**src/rtl/usbfs_rx_xact.sv**
```systemverilog
// rtl/usbfs_rx_xact.sv - USB full-speed OUT/SETUP receive transaction engine
//
// Qualifies OUT/SETUP tokens addressed to this device, evaluates the DATA0/1
// packet that follows against the per-endpoint data toggle, requests an
// ACK/NAK handshake, and streams accepted payload bytes from the receiver
// buffer to the endpoint sink.
//
// Ports:
//   i_clk_48MHz, i_rst_n              clock, asynchronous active-low reset
//   i_devAddr                         device address assigned by the host
//   i_epReady[N_EP]                   endpoint sink can take a full packet
//   i_eop, i_pid, i_addr, i_endp      packet receiver results, valid on i_eop
//   i_pidOkay, i_tokenOkay            PID check / CRC5 of the last packet
//   i_dataOkay, i_rdNBytes            CRC16 / payload byte count
//   o_rdEn, o_rdIdx, i_rdByte         receiver buffer read port, 1-cycle latency
//   o_hsReq, o_hsPid                  one-cycle handshake request (ACK/NAK)
//   o_wrValid, i_wrReady, o_wrByte    payload stream with backpressure
//   o_wrEp, o_wrSetup, o_wrLast       payload sideband
//   o_busy                            transaction in progress

module usbfs_rx_xact #(
    parameter int MAX_PKT = 8,
    parameter int N_EP    = 2,
    parameter int TIMEOUT = 816
) (
    input  logic                       i_clk_48MHz,
    input  logic                       i_rst_n,
    input  logic [6:0]                 i_devAddr,
    input  logic [N_EP-1:0]            i_epReady,
    input  logic                       i_eop,
    input  logic [3:0]                 i_pid,
    input  logic [6:0]                 i_addr,
    input  logic [3:0]                 i_endp,
    input  logic                       i_pidOkay,
    input  logic                       i_tokenOkay,
    input  logic                       i_dataOkay,
    input  logic [$clog2(MAX_PKT):0]   i_rdNBytes,
    output logic                       o_rdEn,
    output logic [$clog2(MAX_PKT)-1:0] o_rdIdx,
    input  logic [7:0]                 i_rdByte,
    output logic                       o_hsReq,
    output logic [3:0]                 o_hsPid,
    output logic                       o_wrValid,
    input  logic                       i_wrReady,
    output logic [7:0]                 o_wrByte,
    output logic [3:0]                 o_wrEp,
    output logic                       o_wrSetup,
    output logic                       o_wrLast,
    output logic                       o_busy
);

    localparam int IW  = $clog2(MAX_PKT);
    localparam int NW  = IW + 1;
    localparam int EPW = (N_EP > 1) ? $clog2(N_EP) : 1;
    localparam int TW  = $clog2(TIMEOUT + 1);

    localparam logic [NW-1:0] MAX_N    = NW'(MAX_PKT);
    localparam logic [4:0]    N_EP_W   = 5'(N_EP);
    localparam logic [TW-1:0] TMO_LAST = TW'(TIMEOUT - 1);

    localparam logic [1:0] IDLE     = 2'd0;
    localparam logic [1:0] DATAWAIT = 2'd1;
    localparam logic [1:0] COPY     = 2'd2;

    localparam logic [3:0] PID_OUT   = 4'b0001;
    localparam logic [3:0] PID_SETUP = 4'b1101;
    localparam logic [3:0] PID_DATA0 = 4'b0011;
    localparam logic [3:0] PID_DATA1 = 4'b1011;
    localparam logic [3:0] PID_ACK   = 4'b0010;
    localparam logic [3:0] PID_NAK   = 4'b1010;

    logic [1:0]      state;
    logic [N_EP-1:0] toggle;
    logic [3:0]      curEp;
    logic            isSetup;
    logic [TW-1:0]   tmoCnt;
    logic [NW-1:0]   nBytes;
    logic [NW-1:0]   rdCnt;

    // Read in flight (byte arrives on i_rdByte this cycle) plus a one-entry
    // skid so a read issued just before a stall is never lost.
    logic            rdPend;
    logic            rdPendLast;
    logic            skidValid;
    logic            skidLast;
    logic [7:0]      skidByte;

    logic            tokenHit;
    logic            isData;
    logic            dataGood;
    logic [EPW-1:0]  epIdx;
    logic            curTog;
    logic            pidTog;
    logic            epRdy;
    logic            doNak;
    logic            doCopy;
    logic            slotFree;

    always_comb begin
        tokenHit = i_eop && (i_pid == PID_OUT || i_pid == PID_SETUP) && i_pidOkay
                   && i_tokenOkay && (i_addr == i_devAddr) && ({1'b0, i_endp} < N_EP_W);
        isData   = (i_pid == PID_DATA0) || (i_pid == PID_DATA1);
        dataGood = i_pidOkay && i_dataOkay && (i_rdNBytes <= MAX_N);
        epIdx    = curEp[EPW-1:0];
        curTog   = toggle[epIdx];
        pidTog   = i_pid[3];
        epRdy    = i_epReady[epIdx];
        doNak    = !isSetup && !epRdy;
        // SETUP payload is only taken from DATA0; OUT payload only when the
        // PID matches the expected toggle (a mismatch is a retransmission).
        doCopy   = isSetup ? !pidTog : (epRdy && (pidTog == curTog));
        slotFree = !o_wrValid || i_wrReady;
        o_rdEn   = (state == COPY) && (rdCnt < nBytes) && slotFree && !(skidValid && rdPend);
        o_rdIdx  = rdCnt[IW-1:0];
        o_busy   = (state != IDLE);
    end

    always_ff @(posedge i_clk_48MHz or negedge i_rst_n) begin
        if (!i_rst_n) begin
            state   <= IDLE;
            toggle  <= '0;
            curEp   <= '0;
            isSetup <= 1'b0;
            tmoCnt  <= '0;
            nBytes  <= '0;
            rdCnt   <= '0;
            o_hsReq <= 1'b0;
            o_hsPid <= '0;
        end else begin
            o_hsReq <= 1'b0;
            case (state)
                IDLE: begin
                    if (tokenHit) begin
                        curEp   <= i_endp;
                        isSetup <= (i_pid == PID_SETUP);
                        tmoCnt  <= '0;
                        state   <= DATAWAIT;
                    end
                end
                DATAWAIT: begin
                    if (i_eop && isData) begin
                        state <= IDLE;
                        if (dataGood) begin
                            o_hsReq <= 1'b1;
                            o_hsPid <= doNak ? PID_NAK : PID_ACK;
                            if (isSetup)
                                toggle[epIdx] <= 1'b1;
                            else if (doCopy)
                                toggle[epIdx] <= ~curTog;
                            if (doCopy && i_rdNBytes != '0) begin
                                nBytes <= i_rdNBytes;
                                rdCnt  <= '0;
                                state  <= COPY;
                            end
                        end
                    end else if (i_eop) begin
                        // Aborted by a non-DATA packet, which may itself be a
                        // fresh token for us.
                        if (tokenHit) begin
                            curEp   <= i_endp;
                            isSetup <= (i_pid == PID_SETUP);
                            tmoCnt  <= '0;
                        end else begin
                            state <= IDLE;
                        end
                    end else if (tmoCnt == TMO_LAST) begin
                        state <= IDLE;
                    end else begin
                        tmoCnt <= tmoCnt + 1'b1;
                    end
                end
                COPY: begin
                    if (o_rdEn)
                        rdCnt <= rdCnt + 1'b1;
                    if (o_wrValid && i_wrReady && o_wrLast)
                        state <= IDLE;
                end
                default: state <= IDLE;
            endcase
        end
    end

    always_ff @(posedge i_clk_48MHz or negedge i_rst_n) begin
        if (!i_rst_n) begin
            rdPend     <= 1'b0;
            rdPendLast <= 1'b0;
            skidValid  <= 1'b0;
            skidLast   <= 1'b0;
            skidByte   <= '0;
            o_wrValid  <= 1'b0;
            o_wrByte   <= '0;
            o_wrEp     <= '0;
            o_wrSetup  <= 1'b0;
            o_wrLast   <= 1'b0;
        end else begin
            rdPend     <= o_rdEn;
            rdPendLast <= (rdCnt == nBytes - 1'b1);
            if (slotFree) begin
                if (skidValid) begin
                    o_wrValid <= 1'b1;
                    o_wrByte  <= skidByte;
                    o_wrLast  <= skidLast;
                    o_wrEp    <= curEp;
                    o_wrSetup <= isSetup;
                    skidValid <= rdPend;
                    skidByte  <= i_rdByte;
                    skidLast  <= rdPendLast;
                end else if (rdPend) begin
                    o_wrValid <= 1'b1;
                    o_wrByte  <= i_rdByte;
                    o_wrLast  <= rdPendLast;
                    o_wrEp    <= curEp;
                    o_wrSetup <= isSetup;
                end else begin
                    o_wrValid <= 1'b0;
                    o_wrLast  <= 1'b0;
                end
            end else if (rdPend) begin
                skidValid <= 1'b1;
                skidByte  <= i_rdByte;
                skidLast  <= rdPendLast;
            end
        end
    end

endmodule

```
**config.mk**
```make
export PLATFORM = sky130hd
export DESIGN_NAME = usbfs_rx_xact
export DESIGN_NICKNAME = d
export VERILOG_FILES = /design/src/rtl/usbfs_rx_xact.sv
export SDC_FILE = /design/constraint.sdc
export NUM_CORES = 1
export LEC_CHECK = 0
export ABC_AREA = 1
export CORE_MARGIN = 8
export CORE_UTILIZATION = 30
export DETAILED_ROUTE_END_ITERATION = 6
export PLACE_DENSITY = 0.5
export SLEW_MARGIN = 20
export SYNTH_ARGS = -nofsm -noshare
export SYNTH_HDL_FRONTEND = slang
export SYNTH_SLANG_ARGS = --single-unit
```
**constraint.sdc**
```tcl
create_clock -name i_clk_48MHz -period 1.4 [get_ports i_clk_48MHz]
set_clock_uncertainty 0.05 [all_clocks]
set_input_delay 0.21 -clock i_clk_48MHz [delete_from_list [all_inputs] [get_ports i_clk_48MHz]]
set_output_delay 0.21 -clock i_clk_48MHz [all_outputs]
set_load 0.01 [all_outputs]
```
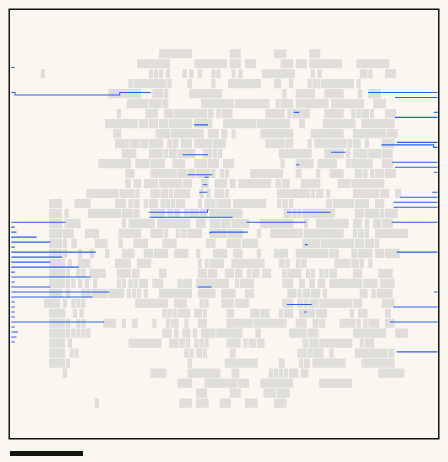
Figure 1: run 1, metal 3.
The bar under the picture is 20 um long. Cells faint in the background.
longest straight run	28.5 um
share of all routed wire	6.4%
nets with wire on the layer	55
wire length on this layer	550 um

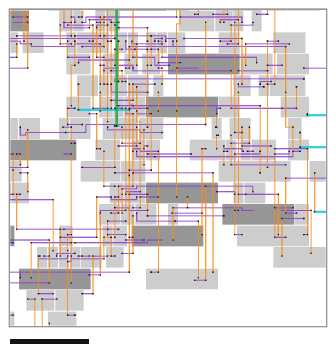
Figure 2: run 1, a small window of the routed layout.
The bar under the picture is 10 um long. Window x 67 to 107, y 9 to 49 um. Cells in gray, sequential cells in the stronger gray; small squares are vias.
color	layer
cyan	M3
green	M4
purple	M1
orange	M2
cells with their middle in the window	91
sequential cells in the window	7
most frequent	buf_4 (13), nand2_1 (11), dfrtp_1 (7)
netlist names of flops here include	`nBytes` (4), `rdCnt` (3)

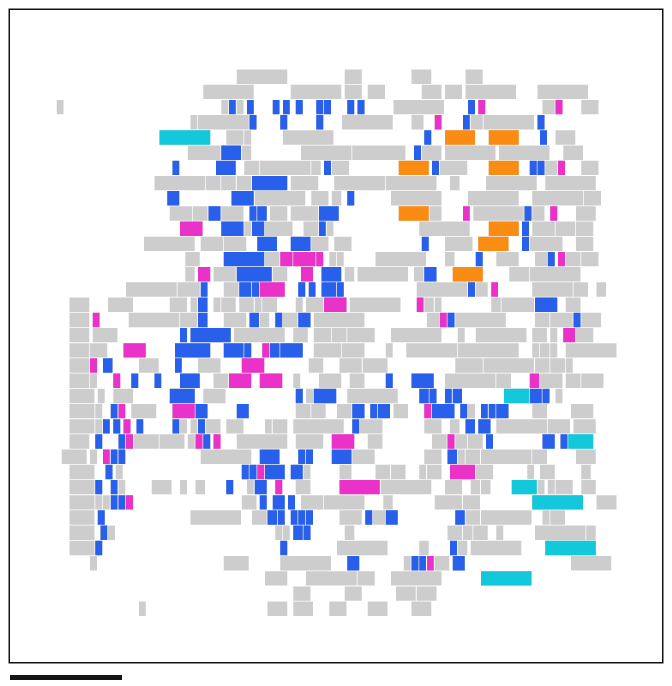
Figure 3: run 1, selected gate families.
The bar under the picture is 20 um long.
color	family	cells	most used
cyan	fa/ha/maj cells	7	ha_4
magenta	nor cells	44	nor2_1
blue	nand cells	152	nand2_1
orange	mux cells	8	mux2_4

==> results.toml, run 1 <==
# implementation run metrics
[place]
gp_congestion = 0.8172
dpl.hpwl_um = 5808
placed_area_mm2 = 0.004237
pre_cts_ws_ns = -0.6132

[power_and_ir_drop]
power-top-group = "combinational cells"
p_switching_w = 0.002124
power_frac_clock_pct = 25.5
p_comb_w = 0.00255
p_int_w = 0.004200
powerDensity_mw_per_mm2 = 1233
p_leak_nw = 2.630

[global_routing]
grt_util_all_layers_pct = 12.35
grt.met3_usage_pct = 3.568
grt_first_pass_wirelength_um = 13350

[layout]
drive_gt1_share_pct = 35.97
lay_top_count = "nand2_1"
antenna_cells = 0

[status]
violations = "setup timing"
status = "finished with violations"

[worst_setup_path]
reg2regPathDepth = 12
reg2reg_from = "nBytes[1]"
cp-end-kind = "output port"
crit_fanout = 2
startpoint = "nBytes[2]"

[floorplan]
die_w_um = 116.7
core_area_mm2 = 0.009819
num_rows = 36

[detailed_routing]
dr_wl_met2_um = 4005
routed_wl_um = 8587
wl_met3_um = 550

[final_timing]
holdWs_ns = 0.2530
setup_viol = 33
layout_setup_ws_ns = -0.3833

[cts]
clock-sinks = 57
clkLatencyLatePin_ns = 0.34
cts_resized = 88
cts_tree = "built"

[synthesis]
ys_sh_mux_pct = 2.964
top_logic_kind = "simple AND/OR/NAND/NOR gates"
synth_cells = 384
synth-seq-cells = 57
==> run 1: critical path: cells and delay by family, from the launching register on <==
family / cells / cell delay [ns]
buffers and inverters: 4 / 0.24
DFF: 1 / 0.38
adders and majority gates: 1 / 0.26
and+or+nand+nor: 2 / 0.16
AOI/OAI and AO/OA: 1 / 0.14
==> run 1: layout make-up <==
class                           instances  area (um2)  area share [%]
Timing Repair Buffer                  139        1344           26.20
Tap cell                              133       166.4           3.244
Clock inverter                          6       66.31           1.293
Inverter                               54       214.0           4.171
Clock buffer                           10       137.6           2.683
Sequential cell                        57        1428           27.83
Multi-Input combinational cell        265        1774           34.59
==> inputs of run 2 (changes only) <==
--- a/config.mk
+++ b/config.mk
@@ -10,6 +10,7 @@
 export CORE_UTILIZATION = 30
 export DETAILED_ROUTE_END_ITERATION = 6
 export PLACE_DENSITY = 0.5
+export SETUP_SLACK_MARGIN = 0.15
 export SLEW_MARGIN = 20
 export SYNTH_ARGS = -nofsm -noshare
 export SYNTH_HDL_FRONTEND = slang
==> run 2 against run 1 <==
Effect of this change: the run still ends with setup timing left; sequential power barely moved; clock-buffer cell count shrank 1; design area rose by 6.0%; power is 18% higher; global-route usage is 1.1 points higher; die area unchanged; cell count is 4.1% higher; register-to-register slack worse by 0.12 ns; combinational power grew 37%; critical path type unchanged; largest power group unchanged.
==> results.toml, run 2 <==
# implementation run metrics
[power_and_ir_drop]
p_comb_w = 0.00349
p_int_w = 0.004905
power_frac_clock_pct = 23.8
power_frac_seq_pct = 29.4
powerDensity_mw_per_mm2 = 1371
p_switching_w = 0.002552

[status]
status = "finished with violations"
violations = "setup timing"

[floorplan]
num_rows = 36
die_h_um = 116.7
tap_cells = 133
die_w_um = 116.7
boundaryPins = 68
core_area_mm2 = 0.009819

[worst_setup_path]
rrSetupSlack_ns = -0.36
cp.buffers_inverters = 2
crit_fanout = 2
reg2reg_from = "rdCnt[1]"
startpoint = "rdCnt[1]"
reg2regPathDepth = 12

[layout]
signal_buffers = 166
design.seq.count = 57
areaGrowthSynthToFinish_pct = 78.92
buffer_area_share_pct = 28.44
nets = 603
comb_cells = 265
nClkBuffers = 9
antenna_cells = 0
n_all_inverters = 54
sh_comb_area_pct = 34.19
most-common-layout-cells = "82 x nand2_1, 57 x dfrtp_1, 55 x buf_4"
lay_top_count = "nand2_1"
logic_area_mm2 = 0.001859
drive_gt1_share_pct = 45.52
clk_share_pct = 4.165
seq_share_pct = 26.23
final_util_pct = 55.38
seq_area_mm2 = 0.001426

[global_routing]
grt.met3_usage_pct = 4.447
grt_util_all_layers_pct = 13.41
grt_first_pass_wirelength_um = 14480

[synthesis]
synth_cells = 384
ys_sh_mux_pct = 2.964
synth-seq-cells = 57
synth-compound-area-share_pct = 7.699

[place]
port_buffers = 65
dpl.hpwl_um = 6152
placed_area_mm2 = 0.004340

[detailed_routing]
routed_wl_um = 8984
antenna_left = 0

[cts]
cts_resized = 185
cts_tree = "built"
clkLatencyLatePin_ns = 0.34
clock-sinks = 57

[final_timing]
holdWs_ns = 0.2862
layout_setup_ws_ns = -0.3795
drv_slew = 0
setup_viol = 42
-- run 2: how the worst min path moves through the flow --
stage | startpoint | to | cells past startpoint | slack, ns
floorplan | i_rst_n | curEp[0] | 0 | -0.14
global placement | i_rst_n | rdCnt[1] | 1 | 0.11
detailed placement | i_rst_n | nBytes[1] | 1 | 0.12
CTS | i_rst_n | rdCnt[1] | 2 | 0.29
global route | i_rst_n | rdCnt[1] | 2 | 0.31
finish | i_rst_n | rdCnt[1] | 2 | 0.29
-- run 2: layer usage --
| metal | vias to the layer above | routed length (um) |
|---|---|---|
| li1 | 1562 | - |
| met5 | - | 0 |
| met4 | 0 | 94 |
| met3 | 6 | 503 |
| met2 | 62 | 4314 |
| met1 | 1403 | 4071 |
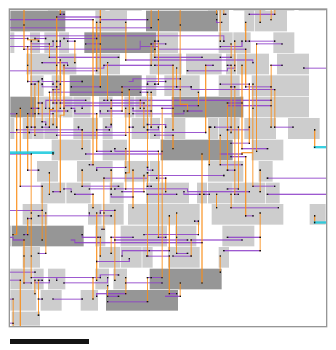
Figure 4: run 2, a small window of the routed layout.
The bar under the picture is 10 um long. Window x 67 to 107, y 9 to 49 um. Cells in gray, sequential cells in the stronger gray; small squares are vias.
color	layer
orange	M2
cyan	M3
purple	M1
sequential cells in the window	9
netlist names of flops here include	`rdCnt` (4), `nBytes` (3)
most frequent	buf_6 (10), buf_4 (10), dfrtp_1 (9)
cells with their middle in the window	96

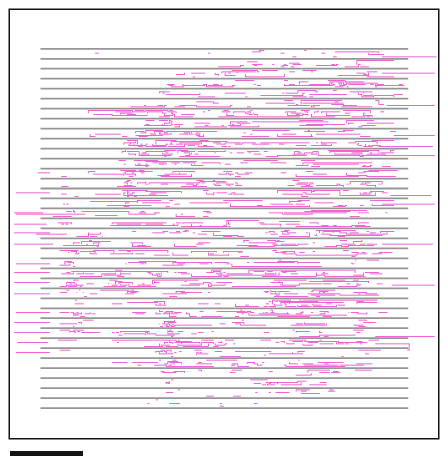
Figure 5: run 2, met1 routing.
The bar under the picture is 20 um long. Supply wires on this layer in gray.
wire length on this layer	4070 um
longest straight run	29.0 um
nets with wire on the layer	554
main direction	horizontal
share of all routed wire	45%

Power and IR drop assume default switching activity.
